**config.mk**
```make
export PLATFORM = sky130hd
export DESIGN_NAME = countdown_timer_flat
export DESIGN_NICKNAME = d
export VERILOG_FILES = /design/src/rtl/countdown_timer_if.sv /design/src/rtl/countdown_timer.sv /design/src/flat_wrapper.sv
export SDC_FILE = /design/constraint.sdc
export NUM_CORES = 1
export LEC_CHECK = 0
export CORE_AREA = 2 2 40 51
export DETAILED_ROUTE_END_ITERATION = 16
export DIE_AREA = 0 0 42 53
export DONT_BUFFER_PORTS = 1
export REMOVE_ABC_BUFFERS = 1
export SLEW_MARGIN = 20
export SYNTH_ARGS = -nofsm -noshare
export SYNTH_HDL_FRONTEND = slang
export SYNTH_SLANG_ARGS = --single-unit
```
**constraint.sdc**
```tcl
create_clock -name clk -period 3.71 [get_ports clk]
set_clock_uncertainty 0.05 [all_clocks]
set_input_delay 0.371 -clock clk [delete_from_list [all_inputs] [get_ports clk]]
set_output_delay 0.371 -clock clk [all_outputs]
set_load 0.005 [all_outputs]
```
**src/rtl/countdown_timer_if.sv**
```systemverilog
// Control and status bundle for countdown_timer.
// master drives load/start/pause/tick; slave returns count and status.
interface countdown_timer_if #(
    parameter int DIGITS        = 2,
    parameter int COUNTER_WIDTH = 4
);
    logic                            load;
    logic [DIGITS*COUNTER_WIDTH-1:0] load_value;
    logic                            start;
    logic                            pause;
    logic                            tick;
    logic [DIGITS*COUNTER_WIDTH-1:0] count;
    logic                            running;
    logic                            done;

    modport master (
        output load, load_value, start, pause, tick,
        input  count, running, done
    );

    modport slave (
        input  load, load_value, start, pause, tick,
        output count, running, done
    );
endinterface

```
**src/rtl/countdown_timer.sv**
```systemverilog
// Multi-digit modulo-N down-counter with start/pause control.
// Emits a one-cycle done pulse when the count reaches zero.
module countdown_timer #(
    parameter int MOD_VALUE     = 10,
    parameter int COUNTER_WIDTH = 4,
    parameter int DIGITS        = 2
) (
    input  logic              clk,
    input  logic              reset_n,
    countdown_timer_if.slave  bus
);
    localparam int CW = COUNTER_WIDTH;
    localparam int W  = DIGITS * CW;
    localparam logic [CW-1:0] MAX_DIGIT = CW'(MOD_VALUE - 1);
    localparam logic [CW:0]   MOD_EXT   = (CW + 1)'(MOD_VALUE);

    typedef enum logic [1:0] {
        IDLE,
        RUN,
        PAUSED,
        DONE
    } state_t;

    state_t         r_state;
    state_t         w_state_nxt;
    logic [W-1:0]   r_count;
    logic [W-1:0]   w_count_nxt;
    logic [W-1:0]   w_clamped;
    logic [W-1:0]   w_decr;
    logic           w_borrow;
    logic           w_decr_zero;
    logic           w_count_zero;
    logic           w_digits_ok;

    // Borrow ripples from digit 0 upward within one cycle
    always_comb begin
        w_clamped = '0;
        w_decr    = '0;
        w_borrow  = 1'b1;
        for (int d = 0; d < DIGITS; d++) begin
            if ({1'b0, bus.load_value[d*CW +: CW]} >= MOD_EXT)
                w_clamped[d*CW +: CW] = MAX_DIGIT;
            else
                w_clamped[d*CW +: CW] = bus.load_value[d*CW +: CW];

            if (!w_borrow) begin
                w_decr[d*CW +: CW] = r_count[d*CW +: CW];
            end else if (r_count[d*CW +: CW] == '0) begin
                w_decr[d*CW +: CW] = MAX_DIGIT;
            end else begin
                w_decr[d*CW +: CW] = r_count[d*CW +: CW] - CW'(1);
                w_borrow           = 1'b0;
            end
        end
        w_decr_zero  = (w_decr == '0);
        w_count_zero = (r_count == '0);
    end

    always_ff @(posedge clk or negedge reset_n) begin
        if (!reset_n) begin
            r_state <= IDLE;
            r_count <= '0;
        end else begin
            r_state <= w_state_nxt;
            r_count <= w_count_nxt;
        end
    end

    always_comb begin
        w_state_nxt = r_state;
        w_count_nxt = r_count;
        if (bus.load) begin
            w_state_nxt = IDLE;
            w_count_nxt = w_clamped;
        end else begin
            unique case (r_state)
                IDLE: begin
                    if (!bus.pause && bus.start && !w_count_zero)
                        w_state_nxt = RUN;
                end
                RUN: begin
                    if (bus.pause) begin
                        w_state_nxt = PAUSED;
                    end else if (bus.tick) begin
                        w_count_nxt = w_decr;
                        if (w_decr_zero)
                            w_state_nxt = DONE;
                    end
                end
                PAUSED: begin
                    if (!bus.pause && bus.start)
                        w_state_nxt = RUN;
                end
                DONE: begin
                    w_state_nxt = IDLE;
                end
            endcase
        end
    end

    always_comb begin
        bus.running = (r_state == RUN);
        bus.done    = (r_state == DONE);
    end

    assign bus.count = r_count;

    always_comb begin
        w_digits_ok = 1'b1;
        for (int d = 0; d < DIGITS; d++) begin
            if ({1'b0, r_count[d*CW +: CW]} >= MOD_EXT)
                w_digits_ok = 1'b0;
        end
    end

    a_no_x: assert property (@(posedge clk) disable iff (!reset_n)
        !$isunknown({bus.count, bus.running, bus.done}));

    a_digit_range: assert property (@(posedge clk) disable iff (!reset_n)
        w_digits_ok);

    a_done_single: assert property (@(posedge clk) disable iff (!reset_n)
        bus.done |=> !bus.done);
endmodule

```
**src/flat_wrapper.sv**
```systemverilog
// flat-port wrapper written by rule: the top's interface ports become plain ports
module countdown_timer_flat 
#(
    parameter int MOD_VALUE     = 10,
    parameter int COUNTER_WIDTH = 4,
    parameter int DIGITS        = 2
)
  (clk, reset_n, bus_load, bus_load_value, bus_start, bus_pause, bus_tick, bus_count, bus_running, bus_done);
  countdown_timer_if #(.DIGITS(DIGITS), .COUNTER_WIDTH(COUNTER_WIDTH)) bus_i ();
  input  logic clk;
  input  logic reset_n;
  input wire logic [$bits(bus_i.load)-1:0] bus_load;
  input wire logic [$bits(bus_i.load_value)-1:0] bus_load_value;
  input wire logic [$bits(bus_i.start)-1:0] bus_start;
  input wire logic [$bits(bus_i.pause)-1:0] bus_pause;
  input wire logic [$bits(bus_i.tick)-1:0] bus_tick;
  output wire logic [$bits(bus_i.count)-1:0] bus_count;
  output wire logic [$bits(bus_i.running)-1:0] bus_running;
  output wire logic [$bits(bus_i.done)-1:0] bus_done;
  assign bus_i.load = bus_load;
  assign bus_i.load_value = bus_load_value;
  assign bus_i.start = bus_start;
  assign bus_i.pause = bus_pause;
  assign bus_i.tick = bus_tick;
  assign bus_count = bus_i.count;
  assign bus_running = bus_i.running;
  assign bus_done = bus_i.done;
  countdown_timer #(.MOD_VALUE(MOD_VALUE), .COUNTER_WIDTH(COUNTER_WIDTH), .DIGITS(DIGITS)) u_core (.clk(clk), .reset_n(reset_n), .bus(bus_i));
endmodule
```
Fig. 1: routed metal per tile
Scale bar: 10 um. 8 x 11 tiles, from white (low) to dark blue (high), scaled to the fullest tile. Values are wire area over tile area, all layers added.
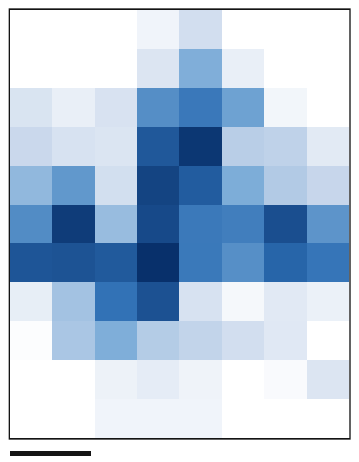
28% of the tiles are over half the peak. The emptiest ninth of the die: bottom right. The densest ninth of the die: middle. The mean over all tiles is 0.12.

Fig. 2: clock network drawn from the DEF
Scale bar: 10 um.
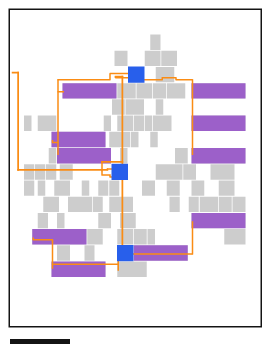
flip-flops: drawn in purple, count 10. clock wires: drawn in orange, length 167 um. cells driving clock nets: drawn in blue, count 3.
There are 4 routed clock nets.

==> GITHUB_STEP_SUMMARY <==
### Flow metrics

| Metric | Value |
|---|---|
| Status | finished clean |
| RSZ-0062 raised after global routing | no |
| Top cell area share | 37.9% |
| Clock tree root driver cell | clkbuf_4 |
| Sequential area share after synthesis | about 38% |
| Antenna viol nets, final | 0 |
| Yosys top cell by area | dfrtp_1 |
| Die area | between 0.002 and 0.0025 sq mm |
| FF+latch count, synth | 10 |
| Vias after detailed routing | 595 |
| Final critical-path required period | around 1.7 ns |
| Critical Setup Path Class | flip-flop to flip-flop |
| Clk ins delay skew pair | 0.28 ns |
| Count of library flops with an enable pin | 0 |
| Relative slew margins | roughly two thirds |
| First-pass GRT wire length | 2510 um |
| Initial antenna violation count | 0 |
| Layout Nets | 91 |
| Die Y | 53 um |
| Max Fclk | 0.591 GHz |
| Post-DP Area | between 600 and 700 sq um |
| Most instantiated cells after synthesis | 10 x dfrtp_1, 6 x a31oi_1, 5 x nor2_1, 5 x nor3_1 |
| Pins Over Slew Limit | 0 |
| Syn Inst Count | 74 |
| Number of global-route vias before repair | 553 |
| Io pins | 24 |
| Final setup fails | 0 |
-- layout make-up --
| class | instances | area [sq um] |
|---|---|---|
| Fill cell | 170 | 1010 |
| Multi-Input combinational cell | 57 | 375 |
| Timing Repair Buffer | 1 | 10.0 |
| Inverter | 4 | 15.0 |
| Clock buffer | 4 | 36.3 |
| Tap cell | 19 | 23.8 |
| Sequential cell | 10 | 250 |
-- power by group --
group          internal [mW]  total [mW]  switching [mW]
sequential             0.118       0.136          0.0179
combinational         0.0163      0.0341          0.0178
clock                 0.0598       0.101          0.0416
-- registers in the layout (all words and copies together) (netlist names) --
name	cells
u_core.bus.count	8
u_core.r_state	2
-- worst paths after layout --
path	startpoint	end	slack, ns	cells after the start
worst max-delay path	u_core.r_state[1]$_DFFE_PN0P_	u_core.bus.count[7]$_DFFE_PN0P_	2.02	3
worst min-delay path	bus_load	u_core.r_state[0]$_DFFE_PN0P_	0.10	1
worst max register to register	u_core.r_state[1]$_DFFE_PN0P_	u_core.bus.count[7]$_DFFE_PN0P_	2.02	3
worst min register to register	u_core.r_state[1]$_DFFE_PN0P_	u_core.r_state[1]$_DFFE_PN0P_	0.59	2
max in group asynchronous	reset_n	u_core.bus.count[3]$_DFFE_PN0P_	2.86	1
min in group asynchronous	reset_n	u_core.bus.count[5]$_DFFE_PN0P_	0.43	1
-- stage by stage --
step	hold slack, ns	worst slack (ns)	power (mW)	std cells	util [%]
floorplan	0.0254	2.09	0.160	71	-
global placement	0.0257	2.04	0.169	90	38.6
detailed placement	0.0257	2.01	0.169	90	38.6
CTS	0.106	2.01	0.273	95	41.2
global route	0.0986	1.87	0.285	95	41.2
finish	0.104	2.02	0.271	95	41.2
-- worst max-delay path, cell delays in order, from the launching register on --
cell       delay [ns]
dfrtp_1          0.43
nand4bb_1        0.39
or4_1            0.58
a31oi_1          0.16
-- what timing repair did --
| action | CTS | global route |
|---|---|---|
| endpoints found under the hold margin | 10 | 0 |
| hold buffers | 1 | 0 |
| setup endpoints to repair | 0 | 0 |
-- layout by cell type (no fill, tap or decap), types with 3 or more instances in the layout --
cell type / count
a21oi_1: 3
a31oi_1: 6
and3_1: 3
clkbuf_4: 3
dfrtp_1: 10
inv_1: 4
nand2_1: 3
nor2_1: 5
nor3_1: 5
o21ai_0: 4
-- kinds of logic after synthesis --
group	count (synthesis)	synth area share, %
AND-OR/OR-AND	22	22.2
XOR/XNOR	1	1.33
buffers and inverters	7	5.30
flip-flops	10	37.9
AND/OR/NAND/NOR	34	33.3
-- per-layer routing --
layer	track usage, %	vias to the layer above	wire length (um)
li1	-	297	-
met3	4.10	5	132
met1	18.3	269	659
met5	0	-	0
met2	24.0	24	707
met4	12.9	0	45
Power and IR drop assume default switching activity.
